<file path="src/rtl/riscv_irq_pkg.sv">
// Shared constants and the saved-context frame for the interrupt sequencer.
package riscv_irq_pkg;

  localparam int unsigned XLEN       = 32;
  localparam int unsigned VEC_STRIDE = 4;
  // Wide enough for the largest supported source count (16).
  localparam int unsigned IrqIdxW    = 4;

  typedef struct packed {
    logic [XLEN-1:0]    pc;
    logic [IrqIdxW-1:0] prev_irq;
  } irq_frame_t;

endpackage

</file>
<file path="src/rtl/irq_priority_encoder.sv">
// Fixed-priority encoder: the lowest set index of elig_i wins.
module irq_priority_encoder #(
  parameter int unsigned NUM_IRQ = 4,
  localparam int unsigned IdxW   = (NUM_IRQ > 1) ? $clog2(NUM_IRQ) : 1
) (
  input  logic [NUM_IRQ-1:0] elig_i,
  output logic [IdxW-1:0]    winner_o,
  output logic               valid_o
);

  always_comb begin
    winner_o = '0;
    valid_o  = 1'b0;
    for (int i = NUM_IRQ - 1; i >= 0; i--) begin
      if (elig_i[i]) begin
        winner_o = IdxW'(i);
        valid_o  = 1'b1;
      end
    end
  end

endmodule

</file>
<file path="src/rtl/irq_sequencer.sv">
// Interrupt sequencer: prioritised, nestable entry/return with a saved-PC stack,
// producing the final next PC combinationally for the synchronous-read fetch.
module irq_sequencer
  import riscv_irq_pkg::*;
#(
  parameter int unsigned         NUM_IRQ    = 4,
  parameter int unsigned         NEST_DEPTH = 2,
  parameter logic [NUM_IRQ-1:0]  EDGE_MODE  = '0,
  localparam int unsigned        IrqW       = (NUM_IRQ > 1) ? $clog2(NUM_IRQ) : 1,
  localparam int unsigned        DepthW     = $clog2(NEST_DEPTH + 1)
) (
  input  logic                 clk,
  input  logic                 reset,
  input  logic [NUM_IRQ-1:0]   irq_sources,
  input  logic [NUM_IRQ-1:0]   irq_mask,
  input  logic [XLEN-1:0]      irq_vector_base,
  input  logic                 stall,
  input  logic                 cs_end_isr,
  input  logic [XLEN-1:0]      pc,
  input  logic [XLEN-1:0]      pc_next,
  output logic [XLEN-1:0]      pc_next_final,
  output logic                 in_isr,
  output logic [IrqW-1:0]      active_irq,
  output logic [DepthW-1:0]    depth
);

  logic                first_cycle_q, first_cycle_d;
  logic [NUM_IRQ-1:0]  prev_q, prev_d;
  logic [NUM_IRQ-1:0]  edge_lat_q, edge_lat_d;
  logic [NUM_IRQ-1:0]  held_q, held_d;
  logic [DepthW-1:0]   depth_q, depth_d;
  logic [IrqW-1:0]     active_q, active_d;
  irq_frame_t          stack_q [NEST_DEPTH];
  irq_frame_t          stack_d [NEST_DEPTH];

  logic [NUM_IRQ-1:0]  pend, elig, fall, clr;
  logic [IrqW-1:0]     winner;
  logic                winner_valid;
  logic                take, pop;
  irq_frame_t          top_frame;

  assign fall = prev_q & ~irq_sources & EDGE_MODE;
  assign pend = (EDGE_MODE & edge_lat_q) | (~EDGE_MODE & (~irq_sources | held_q));
  assign elig = pend & irq_mask;

  irq_priority_encoder #(
    .NUM_IRQ (NUM_IRQ)
  ) u_prio (
    .elig_i   (elig),
    .winner_o (winner),
    .valid_o  (winner_valid)
  );

  assign take = !first_cycle_q && !stall && !cs_end_isr && winner_valid
             && (depth_q < DepthW'(NEST_DEPTH))
             && ((depth_q == '0) || (winner < active_q));
  assign pop  = !first_cycle_q && !stall && cs_end_isr && (depth_q != '0);
  assign clr  = take ? (NUM_IRQ'(1) << winner) : '0;

  always_comb begin
    top_frame = '0;
    for (int i = 0; i < NEST_DEPTH; i++) begin
      if (DepthW'(i) == depth_q - DepthW'(1)) top_frame = stack_q[i];
    end
  end

  always_comb begin
    first_cycle_d = 1'b0;
    prev_d        = first_cycle_q ? prev_q : irq_sources;
    edge_lat_d    = first_cycle_q ? edge_lat_q : ((edge_lat_q & ~clr) | fall);
    held_d        = held_q & ~clr;
    if (!first_cycle_q && stall) held_d = held_d | (~irq_sources & ~EDGE_MODE);
    depth_d       = depth_q;
    active_d      = active_q;
    stack_d       = stack_q;
    if (take) begin
      for (int i = 0; i < NEST_DEPTH; i++) begin
        if (DepthW'(i) == depth_q) begin
          stack_d[i].pc       = pc_next;
          stack_d[i].prev_irq = IrqIdxW'(active_q);
        end
      end
      depth_d  = depth_q + DepthW'(1);
      active_d = winner;
    end else if (pop) begin
      depth_d  = depth_q - DepthW'(1);
      active_d = IrqW'(top_frame.prev_irq);
    end
  end

  always_ff @(posedge clk or negedge reset) begin
    if (!reset) begin
      first_cycle_q <= 1'b1;
      prev_q        <= '1;
      edge_lat_q    <= '0;
      held_q        <= '0;
      depth_q       <= '0;
      active_q      <= '0;
      for (int i = 0; i < NEST_DEPTH; i++) stack_q[i] <= '0;
    end else begin
      first_cycle_q <= first_cycle_d;
      prev_q        <= prev_d;
      edge_lat_q    <= edge_lat_d;
      held_q        <= held_d;
      depth_q       <= depth_d;
      active_q      <= active_d;
      for (int i = 0; i < NEST_DEPTH; i++) stack_q[i] <= stack_d[i];
    end
  end

  always_comb begin
    if (first_cycle_q) begin
      pc_next_final = '0;
    end else if (stall) begin
      pc_next_final = pc;
    end else if (cs_end_isr && (depth_q != '0)) begin
      pc_next_final = top_frame.pc;
    end else if (take) begin
      pc_next_final = irq_vector_base + (XLEN'(winner) * XLEN'(VEC_STRIDE));
    end else begin
      pc_next_final = pc_next;
    end
  end

  assign in_isr     = (depth_q != '0);
  assign active_irq = active_q;
  assign depth      = depth_q;

endmodule

</file>
<file path="config.mk">
export PLATFORM = sky130hd
export DESIGN_NAME = irq_sequencer
export DESIGN_NICKNAME = d
export VERILOG_FILES = /design/src/rtl/riscv_irq_pkg.sv /design/src/rtl/irq_priority_encoder.sv /design/src/rtl/irq_sequencer.sv
export SDC_FILE = /design/constraint.sdc
export NUM_CORES = 1
export LEC_CHECK = 0
export ABC_AREA = 1
export CAP_MARGIN = 10
export CORE_AREA = 2 2 111 113
export CTS_BUF_LIST = sky130_fd_sc_hd__clkbuf_8
export DETAILED_ROUTE_END_ITERATION = 8
export DIE_AREA = 0 0 113 115
export PLACE_DENSITY = 0.78
export SYNTH_ARGS = -nofsm -noshare
export SYNTH_HDL_FRONTEND = slang
export SYNTH_HIERARCHICAL = 1
export SYNTH_SLANG_ARGS = --single-unit
</file>
<file path="constraint.sdc">
create_clock -name clk -period 2.6 [get_ports clk]
set_clock_uncertainty 0.05 [all_clocks]
set_input_delay 0.26 -clock clk [delete_from_list [all_inputs] [get_ports clk]]
set_output_delay 0.26 -clock clk [all_outputs]
set_load 0.01 [all_outputs]
</file>
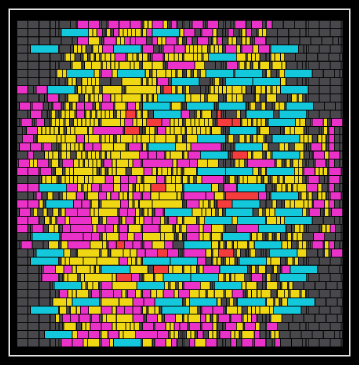
*Placement by cell class, run 1*
Drawn at 3 px/µm. Fill, decap, tap and diode cells in gray.
class	color	cells	share of their area
clock drivers and dummy loads	red	16	2.4%
sequential cells	cyan	77	23%
remaining buffers and delay cells	magenta	257	29%
combinational and other logic	yellow	682	45%

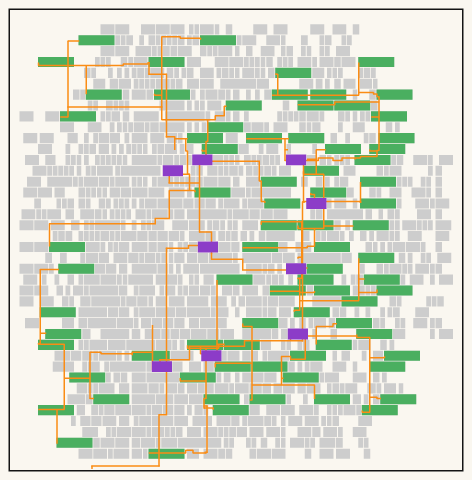
*Routed clock nets over the placement, run 1*
Drawn at 4 px/µm.
[clock wires] orange | length: 1140 µm
[flip-flops] green | count: 77
[clock drivers] purple | count: 9
routed clock nets	10
flops lie	widely spread

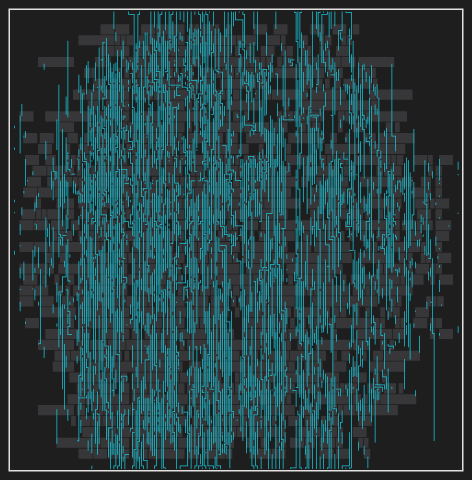
*Met2 routing, run 1*
Drawn at 4 px/µm. Cells faint in the background.
nets with wire on the layer	965
main direction	vertical
longest straight run	48.3 µm

==> deck_impl_summary.md, run 1 <==
Physical Implementation Snapshot

Timing
  • FMAX: 0.3261 GHz
  • Final Hold Viols: 10
  • RSZ-0062 raised after global routing: yes
  • Worst hold margin: -0.02530 ns
  • Final setup violation count: 32
  • PnR worst setup slack: -0.4666 ns

Floorplan
  • Core ar.: 11810 µm²
  • Die area: 13000 µm²
  • Die height: 115 µm
  • Die Wd: 113 µm
  • FP Core Util: 0.4432
  • Row count: 40

Outcome
  • Status: finished, violations left
  • Violated checks: DRC, hold timing, setup timing

Setup path
  • Crit-path max FO: 4
  • Worst reg2reg endpoint: stack_q[8]
  • Crit path launch type: primary input
  • Critical path's most frequent cell: nand2_1
  • Worst setup path end: pc_next_final[12]
  • Worst R2R Setup Slack: 0.05 ns
  • CP cell instances: clkdlybuf4s50_1, a21boi_2, inv_1, nand2_1, a21oi_2, ha_2, fa_2, nand2_4, nor2_4, nand2_4, buf_6, nor2_4, or2_4, nand3_2, nand2_1, nand2_1, nand2_1, buf_2
  • Worst setup EP type: primary output

Synthesis
  • Mapped Cells: 798
  • Sequential element share of the synthesized area: 0.3683
  • Mean Syn Cell Area: 6.560 µm²
  • Area of the mapped netlist: 5235 µm²

Flow run
  • Max-cap check violation count: 0

Finish
  • Fin cells: 1179
  • Number of diodes: 0
  • Final Core Density: 0.7164
  • Commonest Layout Cell: nand2_1

Routing
  • Drt drc: 6
  • Post-route ant nets: 0

Clock network
  • Root Buffer: clkbuf_8
  • Clock Path Buffers: 2
  • Worst-Skew Late Latency: 0.37 ns
  • CTS Buf Count: 9

GRT
  • Largest net degree at the start of global routing: 78
  • Met1 Use GR: 0.4074
  • GR Util met3: 0.05430
  • Grt met2 use: 0.4786
  • Total track usage: 0.3016

Hold path
  • Class of the worst hold path: primary input to async pin

Pwr
  • Final Power: 5.697 mW
  • Static leakage: 4.085 nW
  • Peak supply drop: 0.4038 mV

Place
  • DP Cell Count: 1136
  • DP Wirelength: 12380 µm
==> run 1: state kept, by name, indices dropped and copies added, names as in the netlist <==
signal	cells
stack_q	68
first_cycle_q	1
active_irq	2
held_q	4
depth	2
==> run 1: synthesized netlist by cell type (all sizes together) <==
master	number	area share
o21bai	3	0.0043
a221oi	30	0.050
or2	3	0.0036
buf	17	0.021
xor2	6	0.010
fa	1	0.0038
o22ai	1	0.0012
inv	79	0.057
nand2	307	0.22
o221ai	2	0.0033
a22oi	2	0.0029
nand3	42	0.040
nand3b	1	0.0014
dfrtp	76	0.36
o211ai	1	0.0014
nor2	80	0.059
a21boi	4	0.0057
clkbuf	23	0.016
nor3	4	0.0069
ha	7	0.017
o21ai	79	0.078
conb	1	0.00072
nand4	1	0.0012
a21oi	27	0.027
dfstp	1	0.0050
==> run 1: cells by family (layout without fill, tap and decap cells) <==
family,Yosys count,in the layout,share of synthesized area
other cells,1,1,0.0007163
buf+inv,119,352,0.09369
simple gates,438,439,0.3327
flops,77,77,0.3683
compound gates,149,149,0.1740
fa+ha+maj,8,8,0.02055
xor+xnor,6,6,0.01004
==> run 1: routing by layer <==
layer	vias up	part of all wire
met5	-	0
met3	109	0.095
met4	0	0.048
li1	3023	-
met1	3110	0.39
met2	431	0.47
==> run 1: worst min path at each step <==
stage | startpoint | endpoint | slack, ns | depth (start not counted)
after floorplan | reset | active_irq[0] | -0.09 | 0
after global placement | stack_q[14] | stack_q[14] | 0.41 | 2
after detailed placement | stack_q[69] | stack_q[69] | 0.42 | 2
after CTS | reset | held_q[3] | 0.05 | 1
after global routing | reset | held_q[3] | 0.08 | 1
final | reset | held_q[2] | -0.03 | 1
==> run 1: stage by stage <==
stage	TNS, ns	setup WS [ns]	cell area (µm²)
finish	-11.09	-0.4666	8462
floorplan	0	0.06306	5240
detailed placement	-29.17	-0.8925	7427
global route	-16.02	-0.6491	8462
global placement	-27.68	-0.8948	7427
CTS	-8.751	-0.3968	8095
==> run 1: report_power, final <==
group | switching (mW) | leakage [nW] | total [mW] | internal, mW
registers | 0.281 | 0.977 | 1.98 | 1.70
logic | 1.52 | 3.01 | 2.74 | 1.23
clock network | 0.526 | 0.0937 | 0.973 | 0.448
==> run 1: worst max-delay path, delay by kind of cell <==
family                   cells  cell delay, ns
AND/OR/NAND/NOR             10            0.89
buffers and inverters        4            0.78
adder cells (fa/ha/maj)      2            0.58
AND-OR/OR-AND                2            0.26
==> run 1: cell type report <==
cell class                      instances  area (µm²)
Clock buffer                            9       123.9
Clock inverter                          7       73.82
Fill cell                             835        3349
Inverter                               79       306.5
Multi-Input combinational cell        603        3415
Sequential cell                        77        1928
Tap cell                              147       183.9
Timing Repair Buffer                  257        2431
==> run 1: repair_timing <==
action | 4_1_cts | 5_1_grt
resized | 232 | 75
setup endpoints to repair | 32 | 70
cloned | 5 | 2
setup buffers | 14 | 14
pin swaps | 48 | 52
hold buffers | 0 | 0
### Nets reached from selected ports, run 1

Drawn at 3 px/µm.
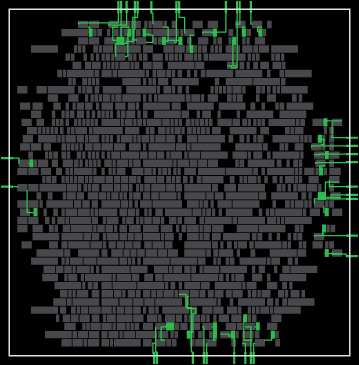

## Run 2: what changed since run 1
Settings changed: ABC_AREA 1 to 0, CORE_AREA 2 2 111 113 to 2 2 109 111, CTS_BUF_LIST sky130_fd_sc_hd__clkbuf_8 to sky130_fd_sc_hd__clkbuf_16, DIE_AREA 0 0 113 115 to 0 0 111 113, PLACE_DENSITY 0.78 to 0.77.
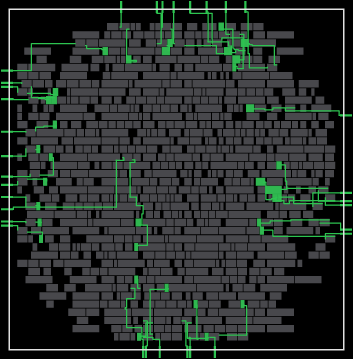
*Nets reached from selected ports, run 2*
Drawn at 3 px/µm.
port	color	bits	direction	edge	end cells	buffers	wire
pc	green	32	input	12 west, 8 north, 6 east, 6 south	35	32	845 µm

==> run 2 against run 1 <==
  * The flow finishes with violations (setup timing)
  * Sequential power is 5% higher
  * Cell area is 3.6% higher
  * Power grew 16%
  * Routed wire length rose by 11%
  * Critical path depth decreased by 5
  * Clock-buffer cell count is the same
  * Hold slack improved by 0.071 ns
  * Synthesized area down 6.3%
  * Die area shrank 3.5%
==> deck_impl_summary.md, run 2 <==
Physical Implementation Snapshot

Outcome
  • Status: finished, violations left
  • Violated checks: setup timing

Routing
  • Max Used Layer: met4
  • Post-route ant nets: 0 (unchanged)
  • Met1 Wirelength: 8529 µm (+0.19%)
  • Met3 wire length: 2753 µm (+34%)

Timing
  • RSZ-0062 raised after global routing: yes
  • Final Hold Viols: 0 (-10)
  • PnR worst setup slack: -0.7791 ns (-0.3125 ns)
  • FMAX: 0.2959 GHz (-9.2%)
  • Final setup violation count: 87 (+170%)

Synthesis
  • Top cell type by total area after synthesis: dfrtp_1
  • Synth cell count leaders: dfrtp_1, mux2_2, nand2_1, nor2_1, a22oi_1
  • Top-count cell post-synth: dfrtp_1
  • Ys async rst share: 1.000 (unchanged)
  • Sequential element share of the synthesized area: 0.3930 (+0.02470)
  • Dominant register cell: dfrtp_1
  • Post-synth EDFFs: 0 (unchanged)

Floorplan
  • Row count: 39 (-2.5%)
  • FP Core Util: 0.4352 (-0.007989)
  • Die Wd: 111 µm (-1.8%)
  • Die height: 113 µm (-1.7%)

Hold path
  • Class of the worst hold path: primary input to async pin

Finish
  • Number of diodes: 0 (unchanged)
  • Logic area: 3497 µm² (+2.4%)
  • Number of fill cells in the layout: 614 (-26%)
  • Cell area after layout: 8765 µm² (+3.6%)

Pwr
  • Peak supply drop: 0.4911 mV (+22%)
  • Clock share of power: 0.239 (+0.068)
  • Logic pwr share: 0.448 (-0.034)
  • Sw Ratio: 0.3538 (-0.05384)
  • Int Power: 4.283 mW (+27%)
  • Static leakage: 3.863 nW (-5.4%)
  • Flop pwr share: 0.313 (-0.035)

Setup path
  • Crit-path max FO: 4 (unchanged)
  • Worst setup EP type: primary output

GRT
  • Total track usage: 0.3377 (+0.03613)
  • Largest net degree at the start of global routing: 78 (unchanged)

Clock network
  • CTS Hold Buffers Added: 0 (unchanged)
  • Root Buffer: clkbuf_16
  • CTS Buf Count: 9 (unchanged)
## run 2: final cells by class
type / instances / area share
clock buffer: 9 / 0.02570
sequential: 77 / 0.2200
clock inverter: 7 / 0.01570
tap: 143 / 0.02041
timing repair buffer: 306 / 0.3132
multi-input combinational: 377 / 0.3990
inverter: 14 / 0.005996
## run 2: power groups by stage
stage	clock network, mW	logic, mW	registers (mW)
CTS	1.55	2.58	2.01
floorplan	0	1.25	1.96
global placement	0	2.33	1.97
global route	1.63	3.10	2.11
finish	1.58	2.97	2.08
detailed placement	0	2.40	2.03
## run 2: path summary, 6_finish.rpt
check	startpoint	end	slack (ns)	depth (start not counted)
setup / recovery	held_q[2]	pc_next_final[14]	-0.78	13
hold reg to reg	stack_q[70]	stack_q[70]	0.45	1
min in group clk	irq_sources[3]	held_q[3]	0.26	2
max in group asynchronous	reset	stack_q[23]	1.81	1
hold / removal	reset	stack_q[41]	0.05	1
setup reg to reg	held_q[2]	stack_q[29]	-0.28	15
## run 2: timing repair
| action | 4_1_cts | 5_1_grt |
|---|---|---|
| pin swaps | 38 | 47 |
| cloned | 2 | 3 |
| resized | 206 | 86 |
| setup endpoints to repair | 72 | 106 |
| buffers inserted | 27 | 18 |
## run 2: cell families after synthesis
logic type	after synthesis	synth area share
adders and majority gates	8	0.02193
xor gates and xnor gates	22	0.03928
DFF	77	0.3930
other	1	0.0007644
buffers and inverters	47	0.03902
AOI/OAI and AO/OA	127	0.1869
and+or+nand+nor	143	0.1489
muxes	75	0.1701
## run 2: metal layers
metal | up-vias | GRT usage
li1 | 2451 | -
met1 | 2912 | 0.4056
met2 | 546 | 0.5673
met3 | 175 | 0.07927
met4 | 0 | 0.1792
met5 | - | 0
## run 2: metrics by stage
stage | hold WS (ns) | std cells | worst slack [ns]
after global placement | 0.4152 | 872 | -1.043
final | 0.04544 | 933 | -0.7791
after global routing | 0.1204 | 933 | -0.9369
after detailed placement | 0.4255 | 872 | -1.155
after floorplan | -0.08559 | 500 | -0.1831
after CTS | 0.06997 | 916 | -0.6043
## run 2: critical path, stage by stage, from the launching register on
cell and delay (ns):
dfrtp_1 0.35, inv_2 0.05, a21boi_2 0.18, nor2_2 0.09, nor3_4 0.30, buf_4 0.18, fa_2 0.21, nand2_2 0.06
buf_4 0.16, nor4b_4 0.40, xnor2_1 0.21, nor2_1 0.09, a311o_1 0.30, buf_2 0.15
### Met2 routing, run 2

Drawn at 4 px/µm. Cells faint in the background.
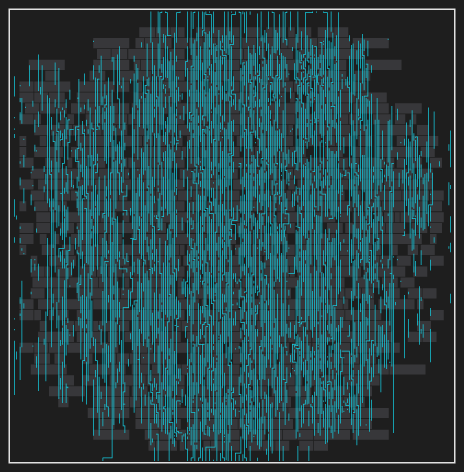

## Run 3: what changed since run 2
Settings changed: CORE_AREA 2 2 109 111 to 2 2 101 103, DIE_AREA 0 0 111 113 to 0 0 103 105, GPL_ROUTABILITY_DRIVEN set to 0, PLACE_DENSITY 0.77 to 0.85.
Clock period 2.6 ns to 4.1 ns, I/O delays scaled along.
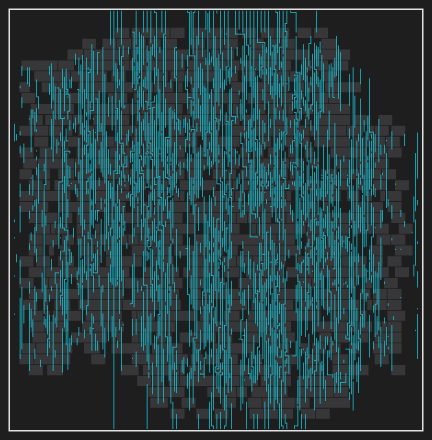
*Met2 routing, run 3*
Drawn at 4 px/µm. Cells faint in the background.
share of all routed wire	50%
wire length on this layer	8140 µm
nets with wire on the layer	692
main direction	vertical

==> run 3 against run 2 <==
  * The flow still finishes with violations (setup timing)
  * First-iteration DRC count shrank 47%
  * Non-clock buffer count down 129
  * Synthesized cell count is the same
  * Clock-buffer cell count is the same
  * Via count fell by 18%
  * Global-route usage fell by 3.3 points
  * Critical path depth unchanged
  * Core utilization down 5.1 points
  * Flip-flop count did not move
  * Sequential power down 38%
  * Critical endpoint is now pc_next_final[8]
==> deck_impl_summary.md, run 3 <==
Physical Implementation Snapshot

Setup path
  • Critical path's most frequent cell: clkdlybuf4s50_1
  • Largest stage delay, worst path: 0.58 ns (+0.18 ns)
  • Critical path depth: 13 (unchanged)
  • Crit-path slowest cell: clkdlybuf4s50_1
  • R2r worst-path depth: 13 (-2)
  • Worst setup path end: pc_next_final[8]

Finish
  • Fin cells: 793 (-15%)
  • Number of diodes: 0 (unchanged)
  • Logic area: 2846 µm² (-19%)

Synthesis
  • Post-synth EDFFs: 0 (unchanged)
  • Ys async rst share: 1.000 (unchanged)
  • Synth cell count leaders: dfrtp_1, mux2_2, nand2_1, nor2_1, a22oi_1
  • Fa+ha+maj area frac: 0.02193 (unchanged)
  • Dominant register cell: dfrtp_1

Pwr
  • Static leakage: 2.888 nW (-25%)

Clock network
  • Root Buffer: clkbuf_16

Floorplan
  • Die Wd: 103 µm (-7.2%)

Outcome
  • Status: finished, violations left
  • Violated checks: setup timing

Hold path
  • Class of the worst hold path: primary input to async pin

Timing
  • PnR worst setup slack: -0.04510 ns (+0.7340 ns)
  • RSZ-0062 raised after global routing: yes
  • Final setup violation count: 1 (-99%)
  • FMAX: 0.2412 GHz

Place
  • DP Cell Count: 774 (-11%)
run 3: cell counts after synthesis:
Identical to the previous run, type by type.
run 3: report_power, final:
group | switching [mW] | leakage [nW] | internal (mW)
Combinational | 0.640 | 1.78 | 0.695
Clock | 0.317 | 0.143 | 0.529
Sequential | 0.199 | 0.969 | 1.10
run 3: layout make-up:
cell class / count / share of cell area
Clock inverter: 7 / 0.01286
Inverter: 14 / 0.007503
Multi-Input combinational cell: 376 / 0.4064
Timing Repair Buffer: 177 / 0.2421
Sequential cell: 77 / 0.2753
Clock buffer: 9 / 0.03215
Tap cell: 133 / 0.02376
run 3: cell families after synthesis:
kind of cell,Yosys count
adder cells (fa/ha/maj),8
XOR/XNOR,22
AND-OR/OR-AND,127
other,1
flip-flops,77
buffers and inverters,47
multiplexers,75
AND/OR/NAND/NOR,143
run 3: how the worst min path moves through the flow:
stage	endpoint	slack [ns]	cells after the start
floorplan	active_irq[0]	0.06	0
global placement	stack_q[37]	0.41	2
detailed placement	held_q[3]	0.43	1
CTS	stack_q[45]	0.23	1
global route	stack_q[45]	0.28	1
finish	stack_q[45]	0.17	1
run 3: what timing repair did:
item                                    CTS  global route
endpoints found under the setup margin   16            27
pin swaps                                 0             3
gates resized                             8            18
setup buffers                             0             3
run 3: routing by layer:
| metal | share of wire | wire (µm) | vias to the layer above | global-route usage |
|---|---|---|---|---|
| met5 | 0 | 0 | - | 0 |
| met4 | 0.033 | 541 | 0 | 0.1109 |
| met3 | 0.087 | 1428 | 53 | 0.06154 |
| met2 | 0.50 | 8142 | 298 | 0.5046 |
| met1 | 0.39 | 6335 | 2425 | 0.3892 |
| li1 | - | - | 2198 | - |
run 3: worst register-to-register path, cell delays in order, from the launching register on:
cell	delay, ns
dfrtp_1	0.36
inv_1	0.07
a21boi_1	0.08
buf_4	0.14
nor3_2	0.25
buf_4	0.20
ha_1	0.18
nor2_1	0.06
nor3_2	0.31
nor2_4	0.12
buf_4	0.21
nand2_1	0.11
buf_4	0.33
mux2_2	0.40
run 3: metrics by stage:
step / worst slack, ns / hold slack (ns) / utilization
after floorplan: 0.6461 / 0.06441 / -
after global routing: -0.1682 / 0.2790 / 0.7266
final: -0.04510 / 0.1748 / 0.7266
after CTS: 0.002210 / 0.2294 / 0.7194
after detailed placement: -0.1977 / 0.4285 / 0.6852
after global placement: -0.05772 / 0.4138 / 0.6852
Power and IR drop assume default switching activity.
